===== config.mk =====
export PLATFORM = sky130hd
export DESIGN_NAME = gpio_input_debounce
export DESIGN_NICKNAME = d
export VERILOG_FILES = /design/src/rtl/gpio_input_debounce.sv
export SDC_FILE = /design/constraint.sdc
export NUM_CORES = 1
export LEC_CHECK = 0
export CORE_MARGIN = 4
export CORE_UTILIZATION = 47
export CTS_CLUSTER_DIAMETER = 50
export DETAILED_ROUTE_END_ITERATION = 16
export HOLD_SLACK_MARGIN = 0.08
export PLACE_DENSITY = 0.9
export SLEW_MARGIN = 20
export SYNTH_ARGS = -nofsm -noshare
export SYNTH_HDL_FRONTEND = slang
export SYNTH_SLANG_ARGS = --single-unit

===== constraint.sdc =====
create_clock -name wb_clk_i -period 3 [get_ports wb_clk_i]
set_clock_uncertainty 0.1 [all_clocks]
set_input_delay 0.6 -clock wb_clk_i [delete_from_list [all_inputs] [get_ports wb_clk_i]]
set_output_delay 0.6 -clock wb_clk_i [all_outputs]
set_load 0.05 [all_outputs]

===== src/rtl/gpio_input_debounce.sv =====
// gpio_input_debounce: input conditioning for the IO expander. It synchronizes the
// raw pads into wb_clk_i, debounces each bit on a shared prescaled tick, and drives
// the stable value together with a change strobe.
// Optional feature macro: GPIO_IRQ_EN enables the rise/fall pending flags and the
// irq output. Without it those outputs are tied to 0 and irq_mask/irq_clear are ignored.
module gpio_input_debounce #(
    parameter int WIDTH      = 8,
    parameter int PRESCALE   = 16,
    parameter int STABLE_CNT = 3
) (
    input  logic             wb_clk_i,
    input  logic             wb_rst_i,
    input  logic [WIDTH-1:0] io_in,
    input  logic             enable,
    input  logic [WIDTH-1:0] irq_mask,
    input  logic [WIDTH-1:0] irq_clear,
    output logic [WIDTH-1:0] io_out,
    output logic [WIDTH-1:0] io_oeb,
    output logic             in_valid,
    output logic [WIDTH-1:0] rise_pend,
    output logic [WIDTH-1:0] fall_pend,
    output logic             irq
);

    localparam int PW = (PRESCALE > 1) ? $clog2(PRESCALE) : 1;
    localparam int CW = $clog2(STABLE_CNT + 1);
    localparam logic [PW-1:0] PRESC_LAST = PW'(PRESCALE - 1);
    localparam logic [CW-1:0] CNT_LAST   = CW'(STABLE_CNT - 1);

    logic [WIDTH-1:0]         sync1_q, sync_q;
    logic [PW-1:0]            presc_q, presc_d;
    logic                     tick;
    logic [WIDTH-1:0][CW-1:0] cnt_q, cnt_d;
    logic [WIDTH-1:0]         out_q, out_d;
    logic                     in_valid_q;
    logic [WIDTH-1:0]         oeb_q;

    // Two-flop synchronizer per pad bit, nothing between the stages.
    // NOTE: sequential state uses non-blocking assignments so every flop samples
    // the pre-edge value of its neighbours; blocking here would collapse the chain.
    always_ff @(posedge wb_clk_i or posedge wb_rst_i) begin
        if (wb_rst_i) begin
            sync1_q <= '0;
            sync_q  <= '0;
        end else begin
            sync1_q <= io_in;
            sync_q  <= sync1_q;
        end
    end

    // Sample tick: last count of the prescaler while enabled.
    assign tick = enable && (presc_q == PRESC_LAST);

    // Prescaler next state: count while enabled, wrap after the tick, park at 0 when disabled.
    always_comb begin
        presc_d = '0;
        if (enable && !tick) begin
            presc_d = presc_q + PW'(1);
        end
    end

    // Per-bit debounce: a bit must disagree with io_out on STABLE_CNT consecutive ticks.
    // NOTE: every signal written here gets a default first, so no path leaves one
    // unassigned and no latch is inferred.
    always_comb begin
        cnt_d = cnt_q;
        out_d = out_q;
        for (int i = 0; i < WIDTH; i++) begin
            if (!enable) begin
                cnt_d[i] = '0;
            end else if (tick) begin
                if (sync_q[i] == out_q[i]) begin
                    cnt_d[i] = '0;
                end else if (cnt_q[i] == CNT_LAST) begin
                    out_d[i] = sync_q[i];
                    cnt_d[i] = '0;
                end else begin
                    cnt_d[i] = cnt_q[i] + CW'(1);
                end
            end
        end
    end

    // Debounce state, registered outputs and the change strobe.
    // NOTE: the counter array is reset along with everything else, because a reset
    // in the middle of a debounce must throw away partial counts immediately.
    always_ff @(posedge wb_clk_i or posedge wb_rst_i) begin
        if (wb_rst_i) begin
            presc_q    <= '0;
            cnt_q      <= '0;
            out_q      <= '0;
            in_valid_q <= 1'b0;
            oeb_q      <= '1;
        end else begin
            presc_q    <= presc_d;
            cnt_q      <= cnt_d;
            out_q      <= out_d;
            in_valid_q <= (out_d != out_q);
            oeb_q      <= ~{WIDTH{enable}};
        end
    end

    assign io_out   = out_q;
    assign io_oeb   = oeb_q;
    assign in_valid = in_valid_q;

`ifdef GPIO_IRQ_EN
    logic [WIDTH-1:0] rise_q, rise_d, fall_q, fall_d;
    logic             irq_q;

    // Sticky edge flags: a set in the same cycle as a clear wins.
    always_comb begin
        rise_d = (rise_q & ~irq_clear) | (out_d & ~out_q);
        fall_d = (fall_q & ~irq_clear) | (~out_d & out_q);
    end

    // Flag registers and the interrupt, which lags the flags by one cycle.
    always_ff @(posedge wb_clk_i or posedge wb_rst_i) begin
        if (wb_rst_i) begin
            rise_q <= '0;
            fall_q <= '0;
            irq_q  <= 1'b0;
        end else begin
            rise_q <= rise_d;
            fall_q <= fall_d;
            irq_q  <= |((rise_q | fall_q) & irq_mask);
        end
    end

    assign rise_pend = rise_q;
    assign fall_pend = fall_q;
    assign irq       = irq_q;
`else
    logic unused_irq_inputs;
    assign unused_irq_inputs = ^{irq_mask, irq_clear};

    assign rise_pend = '0;
    assign fall_pend = '0;
    assign irq       = 1'b0;
`endif

endmodule


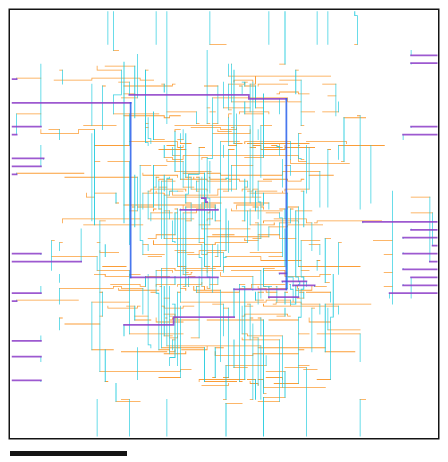
**Above:** run 1 (signal wires by layer).
Scale bar: 20 um.
| layer | color | wire length |
|---|---|---|
| M3 | purple | 241 um |
| M1 | orange | 1,420 um |
| M4 | blue | 62.6 um |
| M2 | cyan | 1,580 um |
via count: 1,210
average routed wire per standard cell: 13.6 um
aggregate global-route resource usage: 13.8%
Post-Route WL: 3300 um

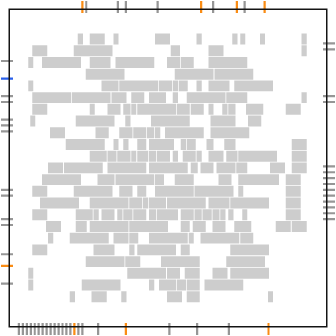
**Above:** run 1 (I/O pins on the die edge).
Pins as bars across the die edge, other pins in gray.
| port | color | pins | direction | edge |
|---|---|---|---|---|
| fall_pend | orange | 8 | output | 4 top, 3 bottom, 1 left |
| wb_clk_i | blue | 1 | input | left |
Port-buffer cells: 27
horizontal die dimension: 73.4 um

==> GITHUB_STEP_SUMMARY, run 1 <==
## Synthesis and layout report

| Metric | Value |
|---|---|
| Area fraction in compound gates after synthesis | `10.1%` |
| Net count of the finished layout | `219` |
| Placed cell area | `approximately 0.0022 mm^2` |
| Total Die Area | `0.00539 mm^2` |
| Total placed cells including tap cells | `234` |
| MI comb cells | `100` |
| Area of all sequential standard cells | `0.00115 mm^2` |
| Area growth from synthesis to layout | `15.4%` |
| Total tool warning count | `42` |
| Met2 wire len | `approximately 1600 um` |
| Fa+ha+maj area frac | `0.623%` |
| Ordered cell list for the critical path | `clkdlybuf4s50_1` |
| Worst Path Max Fanout | `8` |
| Finished layout cell area | `roughly 0.0023 mm^2` |
| Power dissipated in the clock network | `0.000379 W` |
| Combinational power | `0.000124 W` |
| Global-route wire length before repair | `5490 um` |
| Routed length on met3 | `240 um` |
| Chip Area, Yosys | `0.00201 mm^2` |
| Cell row count | `23` |
| Clk_buf instances | `8` |
| Endpoint of the worst-slack reg-to-reg timing path | `io_out[6]` |
| Latest clock arrival within the worst-skew pair | `0.30 ns` |
| Required time at the worst-slack endpoint | `2.30 ns` |
| Wire length on met1 | `around 1400 um` |
| Share of cell area taken by multi-input logic gates | `between 20% and 30%` |
| Layout cell share with drive strength beyond 1 | `roughly 8.3%` |
| P_leak | `1.05 nW` |
| Path type of the worst setup path | `flip-flop to output pin` |
| Post-synthesis cell type with the largest instance count | `sky130_fd_sc_hd__dfrtp_1` |
| Top-area cell share | `56.0%` |
| Xor and xnor fraction of the mapped netlist area | `under 10%` |
| Antenna diode instance count | `0` |
| Total cells reported by yosys after synthesis | `~160` |
| Share of total power in combinational logic | `10.8%` |
| Worst Setup SP | `io_oeb[6]` |
| Max stage delay on crit path | `0.82 ns` |
| Commonest non-fill, non-tap cells in the layout | `45 x sky130_fd_sc_hd__dfrtp_1, 27 x sky130_fd_sc_hd__clkdlybuf4s50_1, 17 x sky130_fd_sc_hd__conb_1` |
| Number of violations of the max-capacitance limit | `0` |
| Worst ir drop on vdd | `0.324 mV` |
| Number of max-slew violations in the final report | `0` |
| Pin slew with the least headroom to its limit | `0.752 ns` |
| Net switching power | `0.000295 W` |
| DP HPWL | `2430 um` |
| Setup TNS | `0 ns` |
| Worst setup path endpoint | `io_oeb[5]` |
| Power consumed by sequential cells | `0.000644 W` |
| Gpl congestion | `0.741` |
| Cell with the biggest individual delay on the critical path | `sky130_fd_sc_hd__clkdlybuf4s50_1` |
| Int Pwr | `0.000853 W` |
| Startpoint of the tightest hold check path | `sync1_q[0]` |
| Buffers, non-clock | `32` |
| Core area | `around 0.0041 mm^2` |
| Vias in the first global route | `~1,200` |
| Highest routing layer actually used | `met4` |
| Flop share of the area | `49.7%` |
| Reg with most FFs | `cnt_q` |
| Number of H-tree levels | `2` |
| Gate count after technology mapping | `164` |
| Startpoint Class | `flip-flop` |
| Result of the run | `finished clean` |
| Number of gates on the worst path with buffers counted | `1` |
| Tap cells | `50` |
| Syn Std Cell Area | `between 0.002 and 0.0025 mm^2` |
| Master cell of the clock root buffer | `sky130_fd_sc_hd__clkbuf_8` |
| Largest delay contributor family on the critical path | `buffers and inverters` |
| I/O pin total | `~61` |
| Non-clock inverter count | `6` |
| Initial antenna violation count | `0` |
| Drt via density | `5.00` |
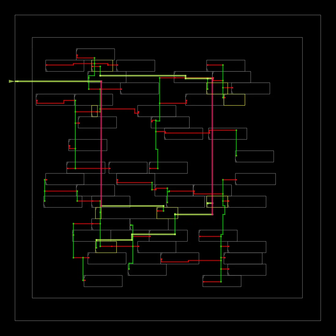
**Above:** run 1 (clock wiring as the flow saved it).
flop count: 46
TritonCTS buffer count: 5

**Run 1: routed clock nets over the placement**

Scale bar: 20 um.
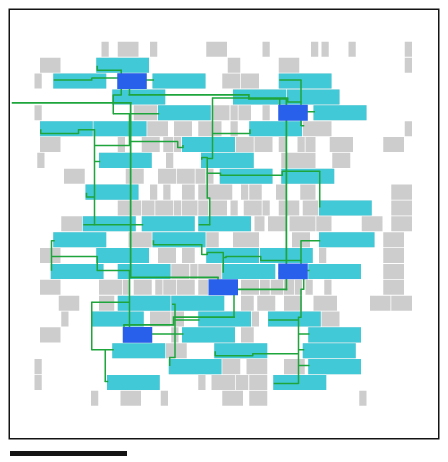

==> run 1 -> run 2 <==
- CORE_UTILIZATION: 47 -> 42
- PLACE_DENSITY: 0.9 -> 0.86
- clock period: 3 -> 2 ns (I/O delays scaled with it)
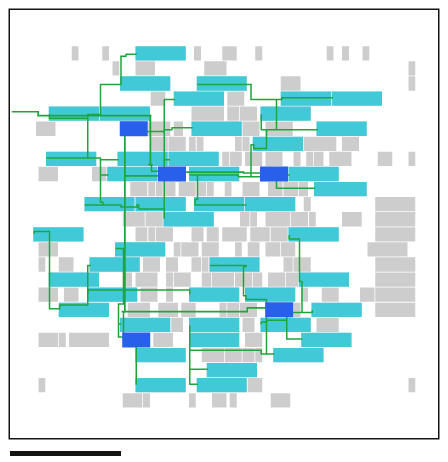
**Above:** run 2 (routed clock nets over the placement).
Scale bar: 20 um.
[flip-flops] cyan | count: 46
[clock-net drivers] blue | count: 5
[clock wires] green | length: 517 um
routed clock nets: 6
share of power burned in the clock network: 32.7%
latest clock arrival within the worst-skew pair: 0.29 ns
power dissipated in the clock network: 0.000571 W

==> GITHUB_STEP_SUMMARY, run 2 <==
## Synthesis and layout report

| Metric | Value |
|---|---|
| Ordered cell list for the critical path | `buf_12` |
| Via count | `1,200 (-0.83%)` |
| Cell row count | `24 (+4.3%)` |
| Count of placed standard cells in the final layout, fillers left out | `245` |
| P_leak | `1.13 nW (+7.1%)` |
| Gpl congestion | `0.779 (+5.1%)` |
| Worst setup path endpoint | `io_oeb[6]` |
| Mux share | `4.48%` |
| Startpoint of the tightest hold check path | `sync1_q[1]` |
| Net count of the finished layout | `220 (+0.46%)` |
| Finished layout cell area | `0.00240 mm^2 (+3.5%)` |
| Aggregate global-route resource usage | `11.0% (-2.8 points)` |
| Largest delay contributor family on the critical path | `flip-flops` |
| Share of total power in combinational logic | `11.7% (+0.9 points)` |
| Highest routing layer actually used | `met4` |
| TritonCTS buffer count | `5 (unchanged)` |
| Worst Setup SP | `io_oeb[6]` |
| Busiest layer in global routing | `met2` |
| Flop count | `46 (unchanged)` |
| Global-route wire length before repair | `5220 um (-4.8%)` |
| Total placed cells including tap cells | `237 (+1.3%)` |
| Total cells reported by yosys after synthesis | `164 (unchanged)` |
| Endpoint of the worst-slack reg-to-reg timing path | `io_out[7]` |
| Commonest non-fill, non-tap cells in the layout | `45 x sky130_fd_sc_hd__dfrtp_1, 17 x sky130_fd_sc_hd__conb_1, 14 x sky130_fd_sc_hd__buf_4` |
| Final Total Pwr | `0.00175 W` |
| Wire length on met1 | `1330 um (-6.4%)` |
| Combinational power | `0.000204 W (+65%)` |
| Placed cell area | `0.00231 mm^2 (+3.6%)` |
| Met2 wire len | `1500 um (-4.8%)` |
| Max stage delay on crit path | `0.78 ns (-0.04 ns)` |
| Gate count after technology mapping | `164 (unchanged)` |
| Average routed wire per standard cell | `12.5 um (-8.4%)` |
| Area taken by multi-input logic gates | `683 um^2` |
| Reg with most FFs | `cnt_q` |
| Cell with the biggest individual delay on the critical path | `sky130_fd_sc_hd__dfstp_2` |
| Xor and xnor fraction of the mapped netlist area | `4.36% (unchanged)` |
| Number of max-slew violations in the final report | `0 (unchanged)` |
| Area of all sequential standard cells | `0.00115 mm^2 (unchanged)` |
| Number of H-tree levels | `2 (unchanged)` |
| I/O pin total | `61 (unchanged)` |
| Pin count of the biggest net entering global routing | `47` |
| Overall die height | `77.2 um` |
| MI comb cells | `100 (unchanged)` |
| Post-DRT Antenna Nets | `0` |
| Hold depth | `0` |
| Fa+ha+maj area frac | `0.623% (unchanged)` |
| Chip Area, Yosys | `0.00201 mm^2 (unchanged)` |
| Non-clock buffer share | `16.1%` |
| Required time at the worst-slack endpoint | `1.50 ns (-0.80 ns)` |
| Worst setup slack for register-to-register paths | `0.32 ns` |
| Post-synthesis cell type with the largest instance count | `sky130_fd_sc_hd__dfrtp_1` |
| Antenna diode instance count | `0 (unchanged)` |
| Core area | `0.00450 mm^2 (+11%)` |
| Buffers inserted during post-CTS setup optimization | `0` |
| Setup TNS | `0 ns (unchanged)` |
| Layout cell share with drive strength beyond 1 | `18.1% (+9.8 points)` |
| Non-clock inverter count | `6 (unchanged)` |
| Tap cells | `52 (+4.0%)` |
| Share of cell area taken by multi-input logic gates | `28.5% (-1.0 points)` |
| Clk_buf instances | `7 (-1)` |
| Vias in the first global route | `1,198 (+2.7%)` |
| Number of hold violations in the final report | `0` |
| Syn Std Cell Area | `0.00201 mm^2 (unchanged)` |
| Buffers, non-clock | `33 (+3.1%)` |
| Top-area cell share | `56.0% (unchanged)` |
| Area fraction in compound gates after synthesis | `10.1% (unchanged)` |
| Post-Route WL | `3060 um (-7.3%)` |
| Clock period minus final worst setup slack | `1.77 ns` |
| Total Die Area | `0.00596 mm^2 (+11%)` |
| Worst ir drop on vdd | `0.445 mV (+37%)` |
| Area growth from synthesis to layout | `19.4%` |
| Horizontal die dimension | `77.2 um (+5.2%)` |
| Routed length on met3 | `187 um (-22%)` |
| Sink Count | `around 46` |
| Hold Slack | `0.248 ns` |
| Drt via density | `4.90 (-2.0%)` |
| Master cell of the clock root buffer | `sky130_fd_sc_hd__clkbuf_8` |
| RSZ-0062 raised after global routing | `false` |
| Path type of the worst setup path | `flip-flop to output pin` |
| Residual overflow from global routing | `0` |
| Net switching power | `0.000451 W (+53%)` |
| Arrival @ worst endpoint | `1.27 ns` |
| DP HPWL | `2270 um (-6.4%)` |
| Flop share of the area | `48.0% (-1.7 points)` |
| DR DRC count | `0` |
| Int Pwr | `0.00129 W (+52%)` |
| Final core utilization | `around 53%` |
| Startpoint Class | `flip-flop` |
| Result of the run | `finished clean` |
| Number of gates on the worst path with buffers counted | `1 (unchanged)` |
| Initial antenna violation count | `0 (unchanged)` |
| Synth async-reset ratio | `100%` |
| Sequential group share of total power | `55.6%` |
| Number of violations of the max-capacitance limit | `0 (unchanged)` |
| Power consumed by sequential cells | `0.000971 W (+51%)` |
| TritonCTS clock tree | `done` |
| Number of buffers added to fix hold violations after cts | `0` |
| Worst Path Max Fanout | `8 (unchanged)` |
| Leading cell types by count after synthesis | `45 x sky130_fd_sc_hd__dfrtp_1, 24 x sky130_fd_sc_hd__buf_4, 13 x sky130_fd_sc_hd__nor2_1, 8 x sky130_fd_sc_hd__mux2_1` |
| Port-buffer cells | `27 (unchanged)` |
| Total tool warning count | `42 (unchanged)` |
No activity file was given, so power comes from the tool's default toggle rates.
